**config.mk**
```make
export PLATFORM = sky130hd
export DESIGN_NAME = seg_scan_driver_flat
export DESIGN_NICKNAME = d
export VERILOG_FILES = /design/src/rtl/seg_scan_driver_if.sv /design/src/rtl/seg_scan_driver.sv /design/src/flat_wrapper.sv
export SDC_FILE = /design/constraint.sdc
export NUM_CORES = 1
export LEC_CHECK = 0
export ABC_CLOCK_PERIOD_IN_PS = 2900
export CAP_MARGIN = 30
export CORE_ASPECT_RATIO = 0.75
export CORE_MARGIN = 8
export CORE_UTILIZATION = 51
export CTS_BUF_LIST = sky130_fd_sc_hd__clkbuf_16
export CTS_CLUSTER_DIAMETER = 50
export DETAILED_ROUTE_END_ITERATION = 10
export MAX_ROUTING_LAYER = met4
export PLACE_DENSITY_LB_ADDON = 0.15
export SETUP_SLACK_MARGIN = 0.3
export SLEW_MARGIN = 20
export SYNTH_ARGS = -nofsm -noshare
export SYNTH_HDL_FRONTEND = slang
export SYNTH_SLANG_ARGS = --single-unit
```
**constraint.sdc**
```tcl
create_clock -name clk -period 2.9 [get_ports clk]
set_input_delay 0.58 -clock clk [delete_from_list [all_inputs] [get_ports clk]]
set_output_delay 0.58 -clock clk [all_outputs]
set_load 0.05 [all_outputs]
```
**src/rtl/seg_scan_driver_if.sv**
```systemverilog
// Bundle of the value/strobe inputs and the multiplexed display outputs of
// seg_scan_driver; master is the producer/observer side, slave is the driver.
interface seg_scan_driver_if;
    logic [15:0] din;
    logic        load;
    logic        blank_lz;
    logic [3:0]  an;
    logic [6:0]  seg;
    logic [1:0]  digit_idx;

    modport master (
        output din,
        output load,
        output blank_lz,
        input  an,
        input  seg,
        input  digit_idx
    );

    modport slave (
        input  din,
        input  load,
        input  blank_lz,
        output an,
        output seg,
        output digit_idx
    );
endinterface

```
**src/rtl/seg_scan_driver.sv**
```systemverilog
// Time-multiplexed four-digit seven-segment scanner with an all-off gap between
// digits, frame-aligned (tear-free) value updates and optional leading-zero blanking.
module seg_scan_driver #(
    parameter logic [15:0] DIV = 16'd50000,
    parameter logic [3:0]  GAP = 4'd2
) (
    input  logic              clk,
    input  logic              rst_n,
    seg_scan_driver_if.slave  bus
);

    typedef enum logic {
        ST_GAP   = 1'b0,
        ST_DRIVE = 1'b1
    } state_t;

    localparam logic [15:0] GAP_LAST = {12'd0, GAP} - 16'd1;
    localparam logic [15:0] DIV_LAST = DIV - 16'd1;

    state_t      state_q, state_d;
    logic [15:0] cnt_q, cnt_d;
    logic [1:0]  idx_q, idx_d;
    logic [15:0] shadow_q, shadow_d;
    logic [15:0] pend_q, pend_d;
    logic        pending_q, pending_d;
    logic [3:0]  an_q, an_d;
    logic [6:0]  seg_q, seg_d;

    logic        commit;
    logic [3:0]  digit;
    logic        blank_digit;

    function automatic logic [6:0] decode(input logic [3:0] d);
        logic [6:0] s;
        case (d)
            4'h0:    s = 7'b1000000;
            4'h1:    s = 7'b1111001;
            4'h2:    s = 7'b0100100;
            4'h3:    s = 7'b0110000;
            4'h4:    s = 7'b0011001;
            4'h5:    s = 7'b0010010;
            4'h6:    s = 7'b0000010;
            4'h7:    s = 7'b1111000;
            4'h8:    s = 7'b0000000;
            4'h9:    s = 7'b0010000;
            4'hA:    s = 7'b0001000;
            4'hB:    s = 7'b0000011;
            4'hC:    s = 7'b1000110;
            4'hD:    s = 7'b0100001;
            4'hE:    s = 7'b0000110;
            default: s = 7'b0001110;
        endcase
        return s;
    endfunction

    // Next state, counter, digit index and value registers
    always_comb begin
        state_d   = state_q;
        cnt_d     = cnt_q + 16'd1;
        idx_d     = idx_q;
        shadow_d  = shadow_q;
        pend_d    = pend_q;
        pending_d = pending_q;
        commit    = 1'b0;

        case (state_q)
            ST_GAP: begin
                if (cnt_q == GAP_LAST) begin
                    state_d = ST_DRIVE;
                    cnt_d   = 16'd0;
                    commit  = (idx_q == 2'd0);
                end
            end
            default: begin
                if (cnt_q == DIV_LAST) begin
                    state_d = ST_GAP;
                    cnt_d   = 16'd0;
                    idx_d   = idx_q + 2'd1;
                end
            end
        endcase

        if (bus.load) begin
            pend_d    = bus.din;
            pending_d = 1'b1;
        end

        // A new value only takes effect at the start of a frame; a load arriving
        // on that very clock bypasses pend so the newest value wins.
        if (commit) begin
            if (bus.load) begin
                shadow_d  = bus.din;
                pending_d = 1'b0;
            end else if (pending_q) begin
                shadow_d  = pend_q;
                pending_d = 1'b0;
            end
        end
    end

    // Outputs are derived from next-state values so they register alongside the FSM
    always_comb begin
        digit       = 4'h0;
        blank_digit = 1'b0;
        an_d        = 4'b1111;
        seg_d       = 7'b1111111;

        case (idx_d)
            2'd0: begin
                digit       = shadow_d[3:0];
                blank_digit = 1'b0;
            end
            2'd1: begin
                digit       = shadow_d[7:4];
                blank_digit = bus.blank_lz && (shadow_d[15:4] == 12'd0);
            end
            2'd2: begin
                digit       = shadow_d[11:8];
                blank_digit = bus.blank_lz && (shadow_d[15:8] == 8'd0);
            end
            default: begin
                digit       = shadow_d[15:12];
                blank_digit = bus.blank_lz && (shadow_d[15:12] == 4'd0);
            end
        endcase

        if ((state_d == ST_DRIVE) && !blank_digit) begin
            an_d[idx_d] = 1'b0;
            seg_d       = decode(digit);
        end
    end

    always_ff @(posedge clk or negedge rst_n) begin
        if (!rst_n) begin
            state_q   <= ST_GAP;
            cnt_q     <= 16'd0;
            idx_q     <= 2'd0;
            shadow_q  <= 16'd0;
            pend_q    <= 16'd0;
            pending_q <= 1'b0;
            an_q      <= 4'b1111;
            seg_q     <= 7'b1111111;
        end else begin
            state_q   <= state_d;
            cnt_q     <= cnt_d;
            idx_q     <= idx_d;
            shadow_q  <= shadow_d;
            pend_q    <= pend_d;
            pending_q <= pending_d;
            an_q      <= an_d;
            seg_q     <= seg_d;
        end
    end

    assign bus.an        = an_q;
    assign bus.seg       = seg_q;
    assign bus.digit_idx = idx_q;

endmodule

```
**src/flat_wrapper.sv**
```systemverilog
// flat-port wrapper written by rule: the top's interface ports become plain ports
module seg_scan_driver_flat 
#(
    parameter logic [15:0] DIV = 16'd50000,
    parameter logic [3:0]  GAP = 4'd2
)
  (clk, rst_n, bus_din, bus_load, bus_blank_lz, bus_an, bus_seg, bus_digit_idx);
  seg_scan_driver_if bus_i ();
  input  logic clk;
  input  logic rst_n;
  input wire logic [$bits(bus_i.din)-1:0] bus_din;
  input wire logic [$bits(bus_i.load)-1:0] bus_load;
  input wire logic [$bits(bus_i.blank_lz)-1:0] bus_blank_lz;
  output wire logic [$bits(bus_i.an)-1:0] bus_an;
  output wire logic [$bits(bus_i.seg)-1:0] bus_seg;
  output wire logic [$bits(bus_i.digit_idx)-1:0] bus_digit_idx;
  assign bus_i.din = bus_din;
  assign bus_i.load = bus_load;
  assign bus_i.blank_lz = bus_blank_lz;
  assign bus_an = bus_i.an;
  assign bus_seg = bus_i.seg;
  assign bus_digit_idx = bus_i.digit_idx;
  seg_scan_driver #(.DIV(DIV), .GAP(GAP)) u_core (.clk(clk), .rst_n(rst_n), .bus(bus_i));
endmodule
```
==> impl_metrics.toml, run 1 <==
# yosys + openroad results
[grt]
first_global_vias = 2898
globalRouteMet3Util_pct = 6.35
use_met2_pct = 30.5
met1_usage_pct = 27.2
busiest_layer = "met2"
grt_pass1_wl_um = 14600

[power]
seqPwrFrac_pct = 38.1
powerDensity_nw_per_um2 = 500
p_comb_share_pct = 17.1

[die]
num_rows = 25
fp.coreArea_um2 = 6190
boundaryPins = 33
num_tap_cells = 81
die_y_um = 84.6

[logic_synthesis]
synth_nets = 323
netlist_area_um2 = 3200
ys_sh_xor_pct = 4.10
top_logic_kind = "simple AND/OR/NAND/NOR gates"
synth_cell_type_count = 66
largest_area_cell = "dfrtp_1"
syn_inst = 290
ys_area_um2 = 3200
ys_cells = 290

[worst_setup_path]
cpPeakStageDelay_ns = 0.43
crit_buf_inv = 5
slowest_stage = "mux2i_2"
cp-start-kind = "register"

[clock_network]
cts_buffers = 9
h-tree-depth = 3
cts_tree = "yes"
holdBufCountCts = 0

[layout]
ff_count = 63
clkbuf_count = 9
fin_util_pct = 82.5
final_cell_mix = "82 x buf_4, 48 x dfrtp_1, 30 x clkdlybuf4s50_1"
sh_comb_area_pct = 38.2
seq_share_pct = 31.2
nets = 455
seq_area_um2 = 1600
drive_gt1_share_pct = 50.1
comb_area_um2 = 1950
clk_share_pct = 6.12
fin_cells = 508
antenna_cells = 0
postLayoutCellArea_um2 = 5110
lay_top_count = "buf_4"
syn2layout_area_growth_pct = 59.6

[sta]
maxSlewViolCount = 0
max_freq_mhz = 321
setup_ws_ns = -0.214
setup_violations = 10
fin_tns_setup_ns = -1.04
worstMarginPinSlew_ns = 0.733
skew_ns = 0.00824
relSlewSlack_pct = 50.8
final_hold_viol_count = 0
rsz0062_at_grt = "yes"

[drt]
dr_wl_met3_um = 808
remaining_drc_errors = 0

[place]
port_buffers = 32
gp_congestion = 0.915

[flow_run]
maxCapViolCount = 0

[outcome]
violations = "negative setup slack"
status = "finished with violations"
run 1: worst paths after layout:
| check | start | end | slack (ns) | depth (start not counted) |
|---|---|---|---|---|
| max | u_core.cnt_q[11] | u_core.bus.seg[0] | -0.21 | 14 |
| min | rst_n | u_core.cnt_q[11] | 0.27 | 1 |
| max reg2reg | u_core.cnt_q[11] | u_core.bus.seg[0] | -0.21 | 14 |
| min reg2reg | u_core.pend_q[0] | u_core.pend_q[0] | 0.50 | 1 |
| max in group asynchronous | rst_n | u_core.bus.seg[0] | 1.94 | 2 |
| min in group clk | u_core.pend_q[0] | u_core.pend_q[0] | 0.50 | 1 |
run 1: flip-flops by register name (all words and copies together), names as in the netlist:
| signal | flops |
|---|---|
| u_core.bus.an | 4 |
| u_core.pend_q | 16 |
| u_core.state_q | 1 |
| u_core.pending_q | 1 |
| u_core.bus.seg | 7 |
| u_core.bus.digit_idx | 2 |
| u_core.cnt_q | 16 |
| u_core.shadow_q | 16 |
run 1: power groups by stage:
stage / registers (mW) / clock network [mW] / logic, mW
after floorplan: 1.05 / 0 / 0.140
after global placement: 0.983 / 0 / 0.349
after detailed placement: 0.986 / 0 / 0.358
after CTS: 0.972 / 1.15 / 0.391
after global routing: 0.979 / 1.19 / 0.461
final: 0.974 / 1.14 / 0.437
run 1: timing repair:
item	in CTS	in global routing
gates resized	43	43
pin swaps	18	24
endpoints found under the setup margin	10	10
cloned	0	1
setup buffers	11	8
endpoints found under the hold margin	0	0
run 1: cell usage after synthesis (4+ instances only):
library cell,n
o221ai_1,5
nor3_1,6
o21ai_1,5
nand3_1,14
ha_1,13
mux2_2,13
dfstp_2,11
mux2i_1,6
inv_1,18
o211ai_1,4
xnor2_1,7
o21ai_0,6
nand2_1,18
xor2_1,8
dfrtp_1,52
nor2_1,26
a21o_1,4
a21oi_1,4
**Run 1: a small window of the routed layout**

Window x 34 to 74, y 22 to 62 um. Cells in gray, sequential cells in the stronger gray; small squares are vias.
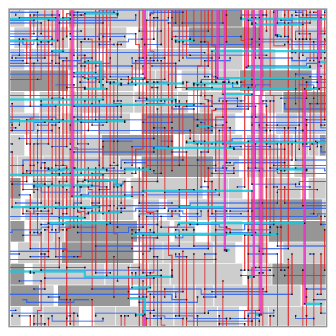
blue -> M1
cyan -> M3
red -> M2
magenta -> M4
cells with their middle in the window = 138
sequential cells in the window = 14
most frequent = buf_4 (33), dfrtp_1 (14), nor2_1 (8)
netlist names of flops here include = u_core.shadow_q (10), u_core.pend_q (2)

**Run 1: M3 wires**

Cells faint in the background.
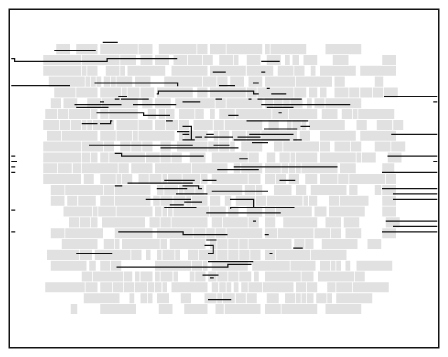
wire length on this layer = 808 um
nets with wire on the layer = 76
share of all routed wire = 7.8%
longest straight run = 27.8 um
main direction = horizontal

**Run 1: clock network drawn from the DEF**

Scale bar: 20 um.
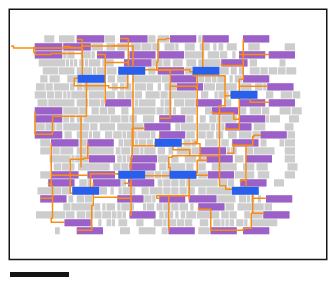
purple -> flip-flops  # count 63
orange -> clock wires  # length 925 um
blue -> clock-net drivers  # count 9
routed clock nets = 10
flops lie = spread over the die

**Run 1: wiring heat map**

Scale bar: 20 um. 22 x 17 tiles, from white (low) to dark blue (high), scaled to the fullest tile. Values are wire area over tile area, all layers added.
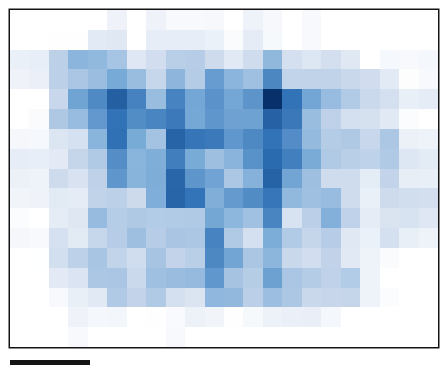

--- run 2 (diff from run 1) ---
REMOVE_ABC_BUFFERS = 1   (was default)
SKIP_LAST_GASP = 1   (was default)
**Run 2: wiring heat map**

Scale bar: 20 um. 22 x 17 tiles, from white (low) to dark blue (high), scaled to the fullest tile. Values are wire area over tile area, all layers added.
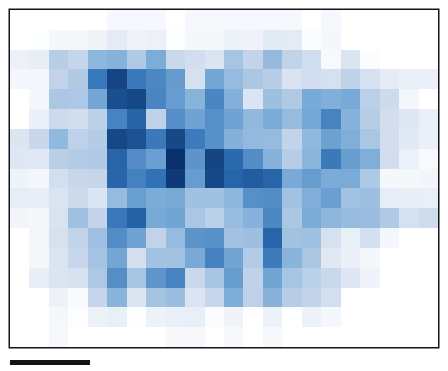
nearly empty tiles = 20%
emptiest ninth of the die = south-east
tiles over half the peak = 20%
WL final: 9860 um
WL per Instance: 19.9 um
routed vias: 2890
Tot GR Track Use: 22.1%

==> impl_metrics.toml, run 2 <==
# yosys + openroad results
[logic_synthesis]
largest_area_cell = "dfrtp_1"
top_logic_kind = "simple AND/OR/NAND/NOR gates"
ys_seq_share_pct = 49.6
synth_warnings = 0
synth_cell_type_count = 66
synth.top_cell.area_share_pct = 40.6
ys_sh_xor_pct = 4.10
ys_sh_mux_pct = 7.27
most_common_cell = "dfrtp_1"
ys_sh_simple_pct = 18.2
yosys-top-cells-area = "dfrtp_1 41%, dfstp_2 9.0%, ha_1 5.1%"
ys_cells = 290
top_cells_by_count = "52 x dfrtp_1, 26 x nor2_1, 18 x inv_1, 18 x nand2_1, 14 x nand3_1"
synth-seq-cells = 63
ys_area_um2 = 3200
async_reset_ff_share_pct = 100
syn_avg_cell_area_um2 = 11.0
ff_type = "dfrtp_1"
netlist_area_um2 = 3200
ys_sh_adder_pct = 5.08
aoi_share_pct = 12.7
edf_count = 0
syn_inst = 290

[sta]
worstMarginPinSlew_ns = 0.820
setup_violations = 7
maxSlewViolCount = 0
timing.final.crit_share_pct = 107
min_period_ns = 3.11
setup_ws_ns = -0.209
holdWs_ns = 0.267
relSlewSlack_pct = 45.0
fin_tns_setup_ns = -0.731
rsz0062_at_grt = "yes"
final_hold_viol_count = 0
max_freq_mhz = 322

[layout]
final_cell_mix = "76 x buf_4, 52 x dfrtp_1, 30 x clkdlybuf4s50_1"
reg_top3 = "u_core.cnt_q x16, u_core.pend_q x16, u_core.shadow_q x16"
antenna_cells = 0
drive_gt1_share_pct = 44.9
seq_area_um2 = 1590
fin_util_pct = 79.2
nets = 442
fin_cells = 495
n_fill_cell = 358
syn2layout_area_growth_pct = 53.2
postLayoutCellArea_um2 = 4910
comb_area_um2 = 1850
lay_top_count = "buf_4"

[power]
leakagePower_nw = 2.16
powerDensity_nw_per_um2 = 533
p_total_mw = 2.62
max-vdd-ir-drop_mv = 0.574

[drt]
drt_iter0_drc = 184
first_pass_iters = 5
remaining_drc_errors = 0
drtAntennaViolNets = 0
drt-vias-per-instance = 5.84

[clock_network]
cts-root-buf = "clkbuf_16"
h-tree-depth = 3
cts_buffer_depth = 2
cts_buffers = 9
cts_sinks = 63
cts_resized = 39
post_cts_buffers = 10
clk_pin_slew_worst_paths_ns = 0.05
holdBufCountCts = 0
cts_tree = "yes"

[die]
dieWidth_um = 108
fp_util_pct = 51.7
die_y_um = 84.6
boundaryPins = 33
fp.coreArea_um2 = 6190
die-area_um2 = 9100
num_rows = 25

[worst_setup_path]
slowest_stage = "nor3_1"
worst_ep_arrival_time_ns = 3.36
reg2reg_slack_ns = -0.21
r2r_end = "u_core.bus.seg[0]"
critPathMaxFanout = 6
cpPeakStageDelay_ns = 0.43
path_delay_family = "simple AND/OR/NAND/NOR gates"
r2r.worst_path.cells = 14
cp-start-kind = "register"
criticalPathCategory = "register to register"
crit_buf_inv = 3
regToRegStartpoint = "u_core.cnt_q[1]"
cp.depth = 14
crit_chain = "ha_2 > nand3_2 > nor3_2 > nand3_2 > xnor2_2 > buf_4 > buf_4 > ha_4 > buf_4 > a31o_1 > o21a_1 > nor3_1 > a22o_1 > o21ai_1"
cp_data_required_time_ns = 3.15
critPathCaptureType = "register"
cp_common_cell = "buf_4"

[flow_run]
maxCapViolCount = 0
tool_warnings = 36

[grt]
grt_pass1_wl_um = 15300
first_global_vias = 2967
grt_max_degree = 39
antenna_found_initial = 0
grt.overflow.total = 0

[place]
port_buffers = 32
gp_congestion = 0.938
dp.cells = 466
dpl_worst_slack_ns = -0.435
hpwl_um = 6240
placed_area_um2 = 4120

[outcome]
violations = "negative setup slack"
status = "finished with violations"

[worst_hold_path]
min_path_type = "input pin to asynchronous set/reset pin"
**Run 2: clock network drawn from the DEF**

Scale bar: 20 um.
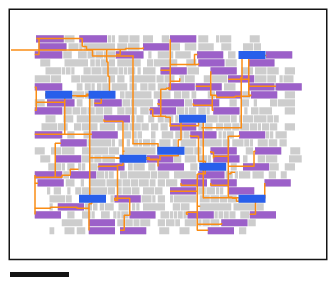
purple -> flip-flops  # count 63
blue -> clock-net drivers  # count 9
orange -> clock wires  # length 872 um
routed clock nets = 10
flops lie = spread over the die
power share of the clock group: 46.8%
Final Skew: 0.00640 ns
P_clk: 1.22 mW
clk_lat worst skew: 0.33 ns

run 2: cell types whose count changed in the layout (fill, tap and decap cells not counted), sizes merged:
cell	delta
buf	-13
dlygate4sd2	-1
clkinv	-1
dlymetal6s2s	+1
bufinv	+1
run 2: cells by family (layout without fill, tap and decap cells):
logic type | Yosys count | after routing
simple gates | 100 | 101
flops | 63 | 63
compound gates | 54 | 54
buf+inv | 24 | 147
mux | 21 | 21
xor+xnor | 15 | 15
fa+ha+maj | 13 | 13
run 2: report_power, final:
| group | switching [mW] | leakage (nW) | total (mW) | internal, mW |
|---|---|---|---|---|
| logic | 0.231 | 1.25 | 0.416 | 0.186 |
| clock network | 0.392 | 0.164 | 1.22 | 0.832 |
| registers | 0.0216 | 0.746 | 0.975 | 0.954 |
run 2: routing by layer:
| layer | track usage, % | part of all wire [%] | vias up |
|---|---|---|---|
| li1 | - | - | 1287 |
| met1 | 29.5 | 46 | 1451 |
| met2 | 31.4 | 46 | 132 |
| met3 | 4.97 | 5.8 | 20 |
| met4 | 8.92 | 2.2 | 0 |
| met5 | - | 0 | - |
run 2: worst max path at each step:
| stage | start | end | slack, ns |
|---|---|---|---|
| floorplan | u_core.bus.digit_idx[0] | u_core.bus.seg[3] | -0.25 |
| finish | u_core.cnt_q[1] | u_core.bus.seg[0] | -0.21 |
| detailed placement | bus_load | u_core.bus.seg[3] | -0.43 |
| global placement | bus_load | u_core.bus.seg[6] | -0.38 |
| global route | u_core.state_q | u_core.bus.seg[0] | -0.31 |
| CTS | u_core.cnt_q[12] | u_core.bus.seg[0] | -0.09 |
run 2: cell type report:
type,count,area share (%)
clock inverters,7,2.27
multi-input cells,204,37.8
repair buffers,113,19.4
well taps,81,2.07
flip-flops and latches,63,32.4
clock buffers,9,4.59
inverters,18,1.43
Power figures rest on the tool's default switching activity, not on a simulated workload.
